**src/rtl/fir_mac_pkg.sv**
```systemverilog
// fir_mac_pkg: shared FSM state type and width helpers for the
// sequential-MAC FIR filter (fir_mac_filter and fir_mac_sat).
package fir_mac_pkg;

   typedef enum logic [1:0] {
      IDLE = 2'd0,
      MAC  = 2'd1,
      DONE = 2'd2
   } state_e;

   // Accumulator width: full product plus enough guard bits for NTAPS sums.
   function automatic int calc_acc_w(input int data_w, input int coef_w, input int ntaps);
      return data_w + coef_w + $clog2(ntaps);
   endfunction

   // Width of the shift control able to address every accumulator bit.
   function automatic int calc_sw(input int acc_w);
      return $clog2(acc_w);
   endfunction

endpackage

```
**src/rtl/fir_mac_sat.sv**
```systemverilog
// fir_mac_sat: combinational arithmetic right shift and saturation of the
// accumulator down to the output sample width.
//   acc_i   : signed accumulator value
//   shift_i : requested right-shift amount (clamped to ACC_W-1)
//   data_o  : shifted, clamped signed sample
//   sat_o   : high when clamping changed the value
module fir_mac_sat
   import fir_mac_pkg::*;
#(
   parameter  int ACC_W  = 18,
   parameter  int DATA_W = 8,
   localparam int SW     = calc_sw(ACC_W)
) (
   input  logic signed [ACC_W-1:0]  acc_i,
   input  logic        [SW-1:0]     shift_i,
   output logic signed [DATA_W-1:0] data_o,
   output logic                     sat_o
);

   localparam logic        [SW-1:0]    SHIFT_MAX = SW'(ACC_W - 1);
   localparam logic signed [ACC_W-1:0] MAX_V     = {{(ACC_W-DATA_W+1){1'b0}}, {(DATA_W-1){1'b1}}};
   localparam logic signed [ACC_W-1:0] MIN_V     = ~MAX_V;

   logic        [SW-1:0]    shift_amt;
   logic signed [ACC_W-1:0] shifted;

   always_comb begin
      shift_amt = (shift_i > SHIFT_MAX) ? SHIFT_MAX : shift_i;
      // >>> on a signed operand floors toward minus infinity; no rounding.
      shifted   = acc_i >>> shift_amt;
      sat_o     = 1'b0;
      data_o    = shifted[DATA_W-1:0];
      if (shifted > MAX_V) begin
         data_o = MAX_V[DATA_W-1:0];
         sat_o  = 1'b1;
      end else if (shifted < MIN_V) begin
         data_o = MIN_V[DATA_W-1:0];
         sat_o  = 1'b1;
      end
   end

endmodule

```
**src/rtl/fir_mac_filter.sv**
```systemverilog
// fir_mac_filter: NTAPS-tap FIR filter using one shared multiplier that
// walks the taps one per cycle (IDLE -> MAC x NTAPS -> DONE).
//   clk, reset              : single clock, synchronous active-high reset
//   enable, clear           : run/freeze control and synchronous flush
//   in_valid/in_ready/data_in : sample input handshake
//   coef_we/coef_addr/coef_wdata : coefficient write port (IDLE only)
//   shift                   : output arithmetic right-shift amount
//   data_out/out_valid/sat_flag : result, one-cycle strobe, saturation flag
//   busy, coef_wr_err       : computation in progress, rejected write pulse
module fir_mac_filter
   import fir_mac_pkg::*;
#(
   parameter  int DATA_W = 8,
   parameter  int COEF_W = 8,
   parameter  int NTAPS  = 3,
   localparam int ACC_W  = calc_acc_w(DATA_W, COEF_W, NTAPS),
   localparam int AW     = $clog2(NTAPS),
   localparam int SW     = calc_sw(ACC_W)
) (
   input  logic                     clk,
   input  logic                     reset,
   input  logic                     enable,
   input  logic                     clear,
   input  logic                     in_valid,
   output logic                     in_ready,
   input  logic signed [DATA_W-1:0] data_in,
   input  logic                     coef_we,
   input  logic        [AW-1:0]     coef_addr,
   input  logic signed [COEF_W-1:0] coef_wdata,
   input  logic        [SW-1:0]     shift,
   output logic signed [DATA_W-1:0] data_out,
   output logic                     out_valid,
   output logic                     sat_flag,
   output logic                     busy,
   output logic                     coef_wr_err
);

   localparam int            PROD_W   = DATA_W + COEF_W;
   localparam logic [AW-1:0] LAST_TAP = AW'(NTAPS - 1);

   state_e                   state_q, state_d;
   logic        [AW-1:0]     tap_q, tap_d;
   logic signed [ACC_W-1:0]  acc_q, acc_d;
   logic signed [DATA_W-1:0] x_q [NTAPS];
   logic signed [DATA_W-1:0] x_d [NTAPS];
   logic signed [COEF_W-1:0] c_q [NTAPS];
   logic signed [DATA_W-1:0] data_out_q;
   logic                     coef_wr_err_q;

   logic signed [PROD_W-1:0] prod;
   logic signed [DATA_W-1:0] sat_data;
   logic                     sat_hit;
   logic                     addr_ok;
   logic                     coef_ok;
   logic                     coef_bad;

   // The one shared multiplier; the tap counter selects sample and coefficient.
   assign prod = PROD_W'(x_q[tap_q]) * PROD_W'(c_q[tap_q]);

   // Writes land only between computations so a running sum never sees a
   // coefficient change halfway through; clear drops the write silently.
   assign addr_ok  = int'(coef_addr) < NTAPS;
   assign coef_ok  = coef_we & ~clear & (state_q == IDLE) & addr_ok;
   assign coef_bad = coef_we & ~clear & ~((state_q == IDLE) & addr_ok);

   assign in_ready    = (state_q == IDLE) & enable & ~clear & ~reset;
   assign out_valid   = (state_q == DONE) & enable & ~clear & ~reset;
   assign sat_flag    = out_valid & sat_hit;
   assign busy        = (state_q != IDLE);
   assign coef_wr_err = coef_wr_err_q;
   // The new result is visible during DONE itself and held afterwards.
   assign data_out    = out_valid ? sat_data : data_out_q;

   fir_mac_sat #(
      .ACC_W (ACC_W),
      .DATA_W(DATA_W)
   ) u_sat (
      .acc_i  (acc_q),
      .shift_i(shift),
      .data_o (sat_data),
      .sat_o  (sat_hit)
   );

   // NOTE: every next-state signal gets its hold value first, so no path
   // through this block leaves a variable unassigned and no latch is inferred.
   always_comb begin
      state_d = state_q;
      tap_d   = tap_q;
      acc_d   = acc_q;
      x_d     = x_q;
      if (clear) begin
         state_d = IDLE;
         tap_d   = '0;
         acc_d   = '0;
         for (int i = 0; i < NTAPS; i++) x_d[i] = '0;
      end else if (enable) begin
         unique case (state_q)
            IDLE: begin
               if (in_valid) begin
                  x_d[0] = data_in;
                  for (int i = 1; i < NTAPS; i++) x_d[i] = x_q[i-1];
                  acc_d   = '0;
                  tap_d   = '0;
                  state_d = MAC;
               end
            end
            MAC: begin
               acc_d = acc_q + ACC_W'(prod);
               // Stop at the last tap instead of wrapping into a second pass.
               if (tap_q == LAST_TAP) state_d = DONE;
               else                   tap_d   = tap_q + AW'(1);
            end
            DONE:    state_d = IDLE;
            default: state_d = IDLE;
         endcase
      end
   end

   // NOTE: sequential state uses non-blocking assignments so every flop
   // samples its pre-edge inputs regardless of statement order.
   always_ff @(posedge clk) begin
      if (reset) begin
         state_q       <= IDLE;
         tap_q         <= '0;
         acc_q         <= '0;
         data_out_q    <= '0;
         coef_wr_err_q <= 1'b0;
         // NOTE: the delay line and coefficient array are flops rather than
         // RAM, so they can and must be cleared here for a known start.
         for (int i = 0; i < NTAPS; i++) begin
            x_q[i] <= '0;
            c_q[i] <= '0;
         end
      end else begin
         state_q       <= state_d;
         tap_q         <= tap_d;
         acc_q         <= acc_d;
         x_q           <= x_d;
         coef_wr_err_q <= coef_bad;
         if (coef_ok)   c_q[coef_addr] <= coef_wdata;
         if (out_valid) data_out_q     <= sat_data;
      end
   end

endmodule
```
**config.mk**
```make
export PLATFORM = sky130hd
export DESIGN_NAME = fir_mac_filter
export DESIGN_NICKNAME = d
export VERILOG_FILES = /design/src/rtl/fir_mac_pkg.sv /design/src/rtl/fir_mac_sat.sv /design/src/rtl/fir_mac_filter.sv
export SDC_FILE = /design/constraint.sdc
export NUM_CORES = 1
export LEC_CHECK = 0
export CAP_MARGIN = 20
export CORE_UTILIZATION = 45
export CTS_CLUSTER_DIAMETER = 50
export DETAILED_ROUTE_END_ITERATION = 10
export HOLD_SLACK_MARGIN = 0.12
export PLACE_DENSITY_LB_ADDON = 0.12
export SKIP_CTS_REPAIR_TIMING = 1
export SLEW_MARGIN = 20
export SYNTH_ARGS = -nofsm -noshare
export SYNTH_HDL_FRONTEND = slang
export SYNTH_SLANG_ARGS = --single-unit
```
**constraint.sdc**
```tcl
create_clock -name clk -period 10 [get_ports clk]
set_clock_uncertainty 0.1 [all_clocks]
set_input_delay 2 -clock clk [delete_from_list [all_inputs] [get_ports clk]]
set_output_delay 2 -clock clk [all_outputs]
set_load 0.01 [all_outputs]
```
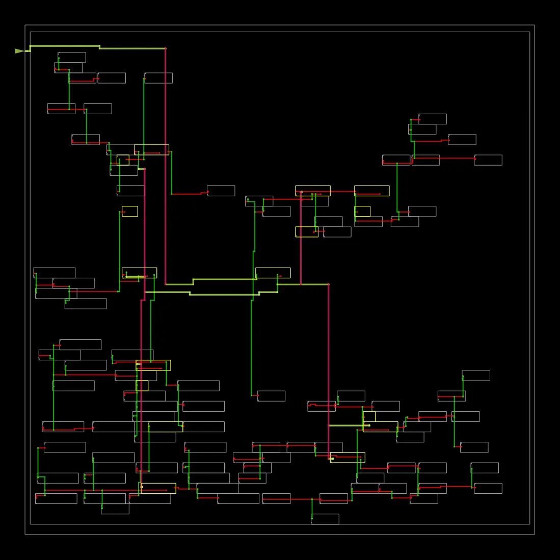
*Clock routing*
clock buf count: 10
Worst-Skew Late Latency: 0.36 ns
seq_cells: 89
clock sink total: 89

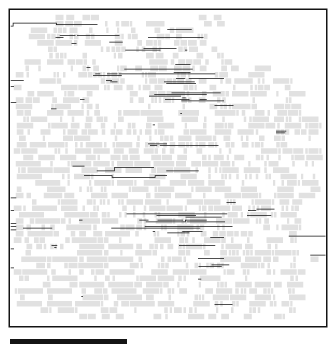
*Signal wires on met3*
Scale bar: 50 um.
main direction: horizontal
share of all routed wire: 4.6%
wire length on this layer: 876 um
nets with wire on the layer: 66
longest straight run: 42.8 um

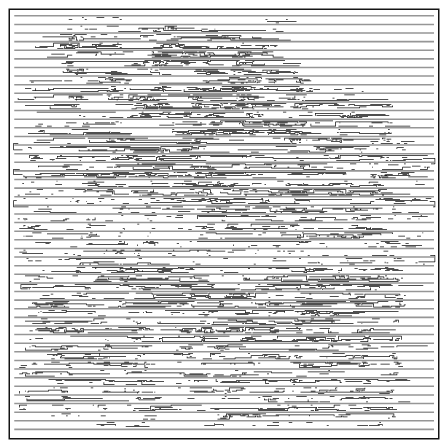
*Metal 1*
Supply wires on this layer in grey.
longest straight run: 41.4 um
nets with wire on the layer: 976
main direction: horizontal
wire length on this layer: 9080 um
share of all routed wire: 48%

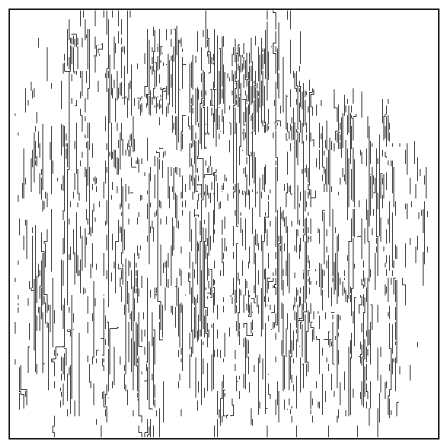
*M2 wires*
nets with wire on the layer: 885
longest straight run: 69.0 um

==> flow_summary.toml <==
# flow metrics
[run_status]
status = "completed"

[logic_synthesis]
yosysTopAreaCell = "fa_1"
syn_area_per_cell_um2 = 9.080
topCellsByArea = "fa_1 20%, dfxtp_1 14%, edfxtp_1 12%"
ys_seq_share_pct = 26.37
synth-edff-count = 32
ys_async_sr_fraction_pct = 0
yosys.area.top_type_share_pct = 20.09
ys_area_um2 = 7973
ys_cells = 878

[worst_setup_path]
path_depth = 10
reg2reg_setup_slack_ns = 3.11
slowest_stage = "clkdlybuf4s50_1"
cp-end-kind = "output port"
crit_path_start = "shift[2]"
path_max_fanout = 25
critPathTopFamily = "buffers and inverters"

[global_routing]
gr-total-overflow = 0
grt_use_total_pct = 22.83
antenna_found_initial = 0
grt_pass1_wl_um = 31840

[routing]
wl_per_cell_um = 16.64
drtPass1Iterations = 5
viasPerCell = 5.486
routed_wl_um = 18880
drt-initial-drc-count = 448
drcViolationCount = 0

[floorplan]
fp.dieW_um = 135.1
chip_area_um2 = 18250
dieHeight_um = 135.1
io_pins = 42
fp_util_pct = 46.09

[finish]
final_nets = 1056
num_antenna_cells = 0
drive_gt1_share_pct = 5.831
layout_top_cell = "nand2_1"
final_cell_mix = "116 x nand2_1, 99 x inv_1, 80 x fa_1, 77 x nor2_1, 59 x a21oi_1"
area_delta_synth_final_pct = 11.50

[sta]
rsz0062_at_grt = "no"
slew_headroom_pct = 34.79
whs_ns = 0.3563

[cts]
numCtsBuffers = 9
path_clk_slew_ns = 0.07
tritoncts = "yes"
cts_root_buf = "clkbuf_16"
ctsLongestPathBuffers = 2

[power]
p_leak_nw = 3.825

[placement]
routabilityCongestion = 0.8698
port-buffer-count = 41
==> where the power goes <==
part / leakage (nW) / internal, mW / switching (mW)
registers: 0.789 / 0.383 / 0.00375
logic: 2.88 / 0.0585 / 0.0853
clock network: 0.155 / 0.192 / 0.165
total: 3.82 / 0.633 / 0.254
==> logic make-up after synthesis <==
family,share of synthesized area (%)
AOI/OAI and AO/OA,13.59
buffers and inverters,7.015
other,0.04704
DFF,26.37
xor gates and xnor gates,1.868
muxes,7.596
adders and majority gates,26.84
and+or+nand+nor,16.68
==> Yosys cell counts, drive strengths merged (2+ instances only) <==
master / instances
a22oi: 15
nor3b: 2
o21a: 2
and3: 4
edfxtp: 32
nand2b: 7
nand4: 2
mux2: 9
inv: 99
o211ai: 5
a2111oi: 3
nor3: 11
dfxtp: 57
a211o: 2
or3: 6
o22ai: 12
a32oi: 2
o211a: 2
o22a: 6
and3b: 4
or2: 6
nor2b: 9
a21boi: 2
a21o: 5
o21ai: 24
a31oi: 6
clkbuf: 27
ha: 43
mux4: 8
nand3: 10
and2: 30
a21oi: 59
fa: 80
o31ai: 3
o31a: 2
nand2: 117
a211oi: 8
nor2: 77
nor4: 2
xnor2: 15
xor2: 2
mux2i: 32
buf: 15
==> worst register-to-register path, cell delays in order, from the launching register on <==
cell,delay (ns)
dfxtp_1,0.85
mux2_2,0.41
o21ai_1,0.51
inv_1,0.28
nand2_1,0.16
fa_1,0.42
fa_1,0.54
inv_1,0.05
fa_1,0.51
fa_1,0.58
fa_1,0.44
ha_1,0.35
o21ai_0,0.10
o21ai_0,0.30
a31oi_1,0.21
o211ai_1,0.36
a41oi_1,0.20
xnor2_1,0.16
a22oi_1,0.16
nor2_1,0.06
==> metrics by stage <==
stage / std cells / power, mW / worst slack (ns) / instance area (um^2)
2_1_floorplan: 885 / 0.4965 / 3.611 / 7999
3_3_place_gp: 1117 / 0.5381 / 1.929 / 8567
3_5_place_dp: 1118 / 0.5380 / 1.888 / 8574
4_1_cts: 1134 / 0.8964 / 1.854 / 8890
5_1_grt: 1134 / 0.9312 / 1.516 / 8890
6_report: 1134 / 0.8871 / 1.796 / 8890
==> registers in the layout, summed over array words and instances, names as in the netlist, named ones only <==
name and count:
c_q 32, coef_wr_err 1, tap_q 2, state_q 2, data_out_q 8, x_q 24
acc_q 18
==> cell type report <==
| class | count | area [um^2] |
|---|---|---|
| Fill cell | 1677 | 8407 |
| Multi-Input combinational cell | 654 | 5338 |
| Sequential cell | 89 | 2102 |
| Timing Repair Buffer | 50 | 478.0 |
| Inverter | 100 | 375.4 |
| Tap cell | 225 | 281.5 |
| Clock buffer | 10 | 250.2 |
| Clock inverter | 6 | 65.06 |
==> layer usage <==
metal  wire length [um]  global-route usage (%)  up-vias  share of wire (%)
li1                   -                       -     2997                  -
met1               9077                   32.99     3046                 48
met2               8556                   35.07      156                 45
met3                875                   3.116       22                4.6
met4                366                   7.678        0                1.9
met5                  0                       0        -                  0
No activity file was given, so power comes from the tool's default toggle rates.
